Fig. 1: run 1, where the registers sit
Other sequential cells in the stronger grey, the rest of the logic in the fainter grey.
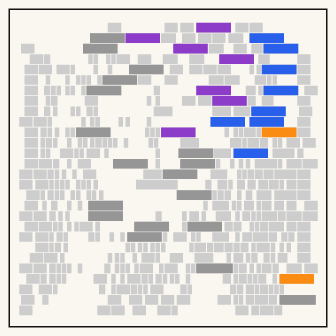
Fig. 2: run 1, port wiring
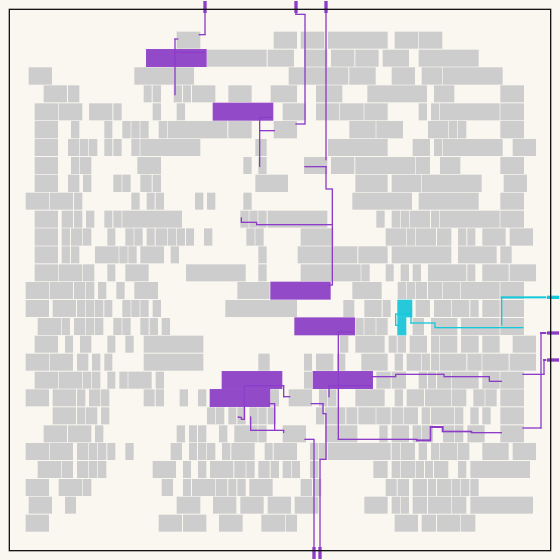
Fig. 3: run 1, signal metal coverage by tile
16 x 16 tiles, from black (low) to pale yellow (high), scaled to the fullest tile. Values are wire area over tile area, all layers added.
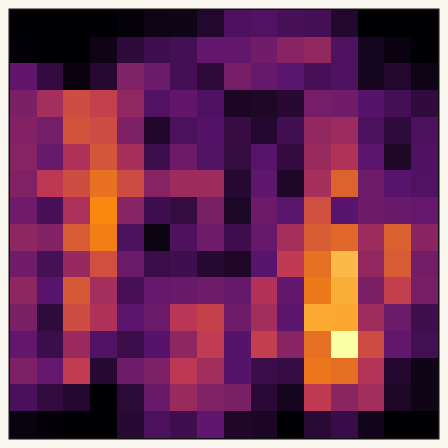
**src/rtl/gcd_job_arbiter.sv**
```systemverilog
// gcd_job_arbiter: shares one iterative GCD engine among N requesters.
// Round-robin grant, operands latched on grant, engine sequenced through
// ISSUE/WAIT, result returned with the winning requester's index.
// Optional feature macro: GCD_ZERO_BYPASS_EN (zero-operand jobs skip the engine).
module gcd_job_arbiter #(
  parameter int unsigned N  = 4,
  parameter int unsigned W  = 7,
  parameter int unsigned CW = 8
) (
  input  logic                 clk_i,
  input  logic                 rst_ni,
  input  logic [N-1:0]         req_valid_i,
  input  logic [N*W-1:0]       req_a_i,
  input  logic [N*W-1:0]       req_b_i,
  output logic [N-1:0]         req_ready_o,
  output logic                 resp_valid_o,
  input  logic                 resp_ready_i,
  output logic [W-1:0]         resp_data_o,
  output logic [$clog2(N)-1:0] resp_id_o,
  output logic                 eng_start_o,
  output logic [W-1:0]         eng_a_o,
  output logic [W-1:0]         eng_b_o,
  input  logic                 eng_done_i,
  input  logic [W-1:0]         eng_result_i,
  output logic                 busy_o,
  output logic [CW-1:0]        jobs_done_o
);

  localparam int unsigned IdW = $clog2(N);

  typedef enum logic [1:0] {StIdle, StIssue, StWait, StResp} state_e;

  state_e          state_q;
  logic [IdW-1:0]  ptr_q;
  logic [IdW-1:0]  id_q;
  logic [W-1:0]    eng_a_q;
  logic [W-1:0]    eng_b_q;
  logic [W-1:0]    resp_data_q;
  logic [CW-1:0]   jobs_q;

  logic            gnt_valid;
  logic [IdW-1:0]  gnt_idx;
  logic [IdW-1:0]  cand;
  logic [W-1:0]    gnt_a;
  logic [W-1:0]    gnt_b;

  // Round-robin search starting just above the last winner, wrapping modulo N.
  always_comb begin
    gnt_valid = 1'b0;
    gnt_idx   = '0;
    cand      = '0;
    for (int unsigned k = 1; k <= N; k++) begin
      cand = IdW'((32'(ptr_q) + k) % N);
      if (!gnt_valid && req_valid_i[cand]) begin
        gnt_valid = 1'b1;
        gnt_idx   = cand;
      end
    end
    gnt_a = req_a_i[gnt_idx*W +: W];
    gnt_b = req_b_i[gnt_idx*W +: W];
  end

  // Accept pulse is only offered in IDLE, and is forced low while reset is asserted.
  always_comb begin
    req_ready_o = '0;
    if (rst_ni && (state_q == StIdle) && gnt_valid) begin
      req_ready_o[gnt_idx] = 1'b1;
    end
  end

  // Job sequencing FSM with latched operands, result, owner id and job counter.
  always_ff @(posedge clk_i or negedge rst_ni) begin
    if (!rst_ni) begin
      state_q     <= StIdle;
      ptr_q       <= IdW'(N - 1);
      id_q        <= '0;
      eng_a_q     <= '0;
      eng_b_q     <= '0;
      resp_data_q <= '0;
      jobs_q      <= '0;
    end else begin
      unique case (state_q)
        StIdle: begin
          if (gnt_valid) begin
            eng_a_q <= gnt_a;
            eng_b_q <= gnt_b;
            id_q    <= gnt_idx;
            ptr_q   <= gnt_idx;
`ifdef GCD_ZERO_BYPASS_EN
            if ((gnt_a == '0) || (gnt_b == '0)) begin
              // gcd(x, 0) = x, so the nonzero operand is the answer.
              resp_data_q <= gnt_a | gnt_b;
              state_q     <= StResp;
            end else begin
              state_q <= StIssue;
            end
`else
            state_q <= StIssue;
`endif
          end
        end
        StIssue: begin
          state_q <= StWait;
        end
        StWait: begin
          if (eng_done_i) begin
            resp_data_q <= eng_result_i;
            state_q     <= StResp;
          end
        end
        StResp: begin
          if (resp_ready_i) begin
            jobs_q  <= jobs_q + 1'b1;
            state_q <= StIdle;
          end
        end
        default: state_q <= StIdle;
      endcase
    end
  end

  assign eng_start_o  = (state_q == StIssue);
  assign resp_valid_o = (state_q == StResp);
  assign busy_o       = (state_q != StIdle);
  assign eng_a_o      = eng_a_q;
  assign eng_b_o      = eng_b_q;
  assign resp_data_o  = resp_data_q;
  assign resp_id_o    = id_q;
  assign jobs_done_o  = jobs_q;

endmodule

```
**config.mk**
```make
export PLATFORM = sky130hd
export DESIGN_NAME = gcd_job_arbiter
export DESIGN_NICKNAME = d
export VERILOG_FILES = /design/src/rtl/gcd_job_arbiter.sv
export SDC_FILE = /design/constraint.sdc
export NUM_CORES = 1
export LEC_CHECK = 0
export ABC_AREA = 1
export CAP_MARGIN = 5
export CORE_MARGIN = 2
export CORE_UTILIZATION = 38
export CTS_BUF_LIST = sky130_fd_sc_hd__clkbuf_8
export DETAILED_ROUTE_END_ITERATION = 16
export PLACE_DENSITY = 0.86
export SKIP_LAST_GASP = 1
export SYNTH_ARGS = -nofsm -noshare
export SYNTH_HDL_FRONTEND = slang
export SYNTH_SLANG_ARGS = --single-unit
export TNS_END_PERCENT = 10
```
**constraint.sdc**
```tcl
create_clock -name clk_i -period 2 [get_ports clk_i]
set_clock_uncertainty 0.1 [all_clocks]
set_input_delay 0.2 -clock clk_i [delete_from_list [all_inputs] [get_ports clk_i]]
set_output_delay 0.2 -clock clk_i [all_outputs]
set_load 0.02 [all_outputs]
```
==> out/metrics.cfg <==
[finish]
n_all_buffers=127
inverters=19
drive_above_1_share=0.160
comb_share=0.359
flops=35
area_growth_pct=60.8
stdcell_count=532
nMultiInputCombCells=268
clock_cell_area_share=0.0302
seq_area_um2=878
seq_area_frac=0.236
postLayoutCoreUtil=0.630
buffer_area_frac=0.329
fillCellCount=528
lay_top_cells=nand2_1 (172), clkdlybuf4s50_1 (103), dfrtp_1 (33), nand3_1 (31)

[detailed_routing]
via_count=2589
viasPerCell=4.87
routed-wl-met2_um=3600
wl_met1_um=2810
drt-initial-drc-count=82

[setup_path]
startpoint=ptr_q[0]
cp-endpoint=req_ready_o[3]
crit_family=simple AND/OR/NAND/NOR gates
critPathMostFrequentCell=nand2_2
regToRegSetupSlack_ns=-0.37
cp_data_arrival_time_ns=2.13
cp_num_buf_inv=3
setup.worst_path.class=reg -> out
ff2ff_path_depth=16
cp_slowest_cell=dfstp_2
worstReg2RegEnd=eng_b_o[6]

[logic_synthesis]
yosys_area_um2=2320
ys_warn_count=0
area_leaders=dfrtp_1 (36%), nand2_1 (30%), nand3_1 (6.7%)
ys_cells=336
ys_types=29
netlist_area_um2=2320
ys_seq_share=0.379
synth_top_flop_cell=dfrtp_1
top_cells_by_count=nand2_1 (183), dfrtp_1 (33), nand3_1 (31)
ys_ff=35
top_cell_area_share=0.356
mux_area_frac=0.0340
syn_inst=336

[floorplan]
initCoreUtil=0.392
design.core.area_um2=5920
die_h_um=82.1
die_w_um=82.1

[global_routing]
grt_max_degree=36
grtUsageMet3=0.0522
antenna_found_initial=0
grt_overflow=0
grt_util_met2=0.411
grt_pass1_wl_um=11000
grt_pass1_vias=2520
use_met1=0.227

[clock_tree]
cts.sinks=35
cts_root_buf=clkbuf_8
cts_setup_buffers=1
clk_pin_slew_ns=0.08
cts_max_path_buffers=2

[sta]
final_max_slew_viol_count=0
setup_tns_ns=-6.82
min_period_ns=2.43
setup_viol=23
tightest_slew_ns=0.452
rsz0062_at_grt=true
min_period_over_period=1.22
whs_ns=0.373
setup_ws_ns=-0.432
maxSlewHeadroom=0.699

[run]
warning_count=32
cap_viol_max_count=0

[power]
p_per_area_nw_per_um2=1900
pg_clk_w=0.000636
p_comb_w=0.00519
maxPowerGroup=combinational logic
internal_power_w=0.00343
p_total_w=0.00709
swShare=0.517
ir_drop_mv=1.62
p_leak_nw=1.88
pwr-share-clk=0.090

[placement]
place_ws_ns=-0.667
finalWeightedCongestion=0.890
placed_area_um2=3540

[min_path]
hp-start=jobs_done_o[7]
hold_class=reg -> reg

[outcome]
status=finished, violations left
violations=negative setup slack

About Fig. 1:
Key: jobs_done_o = blue [flops 8]; resp_id_o = orange [flops 2]; resp_data_o = purple [flops 7]

About Fig. 2:
Key: eng_done_i = cyan [bits 1, direction input, edge east, end cells 2, wire 35.1 um]; eng_b_o = purple [bits 7, direction output, edge 3 north, 2 east, 2 south, end cells 7, wire 280 um]
# IOs: 109
Port-buffer cells: 108

About Fig. 3:
7.4% of the tiles are nearly empty. The fullest tile reaches 0.59. The mean over all tiles is 0.17.

Power is estimated from default activity; no workload was simulated.
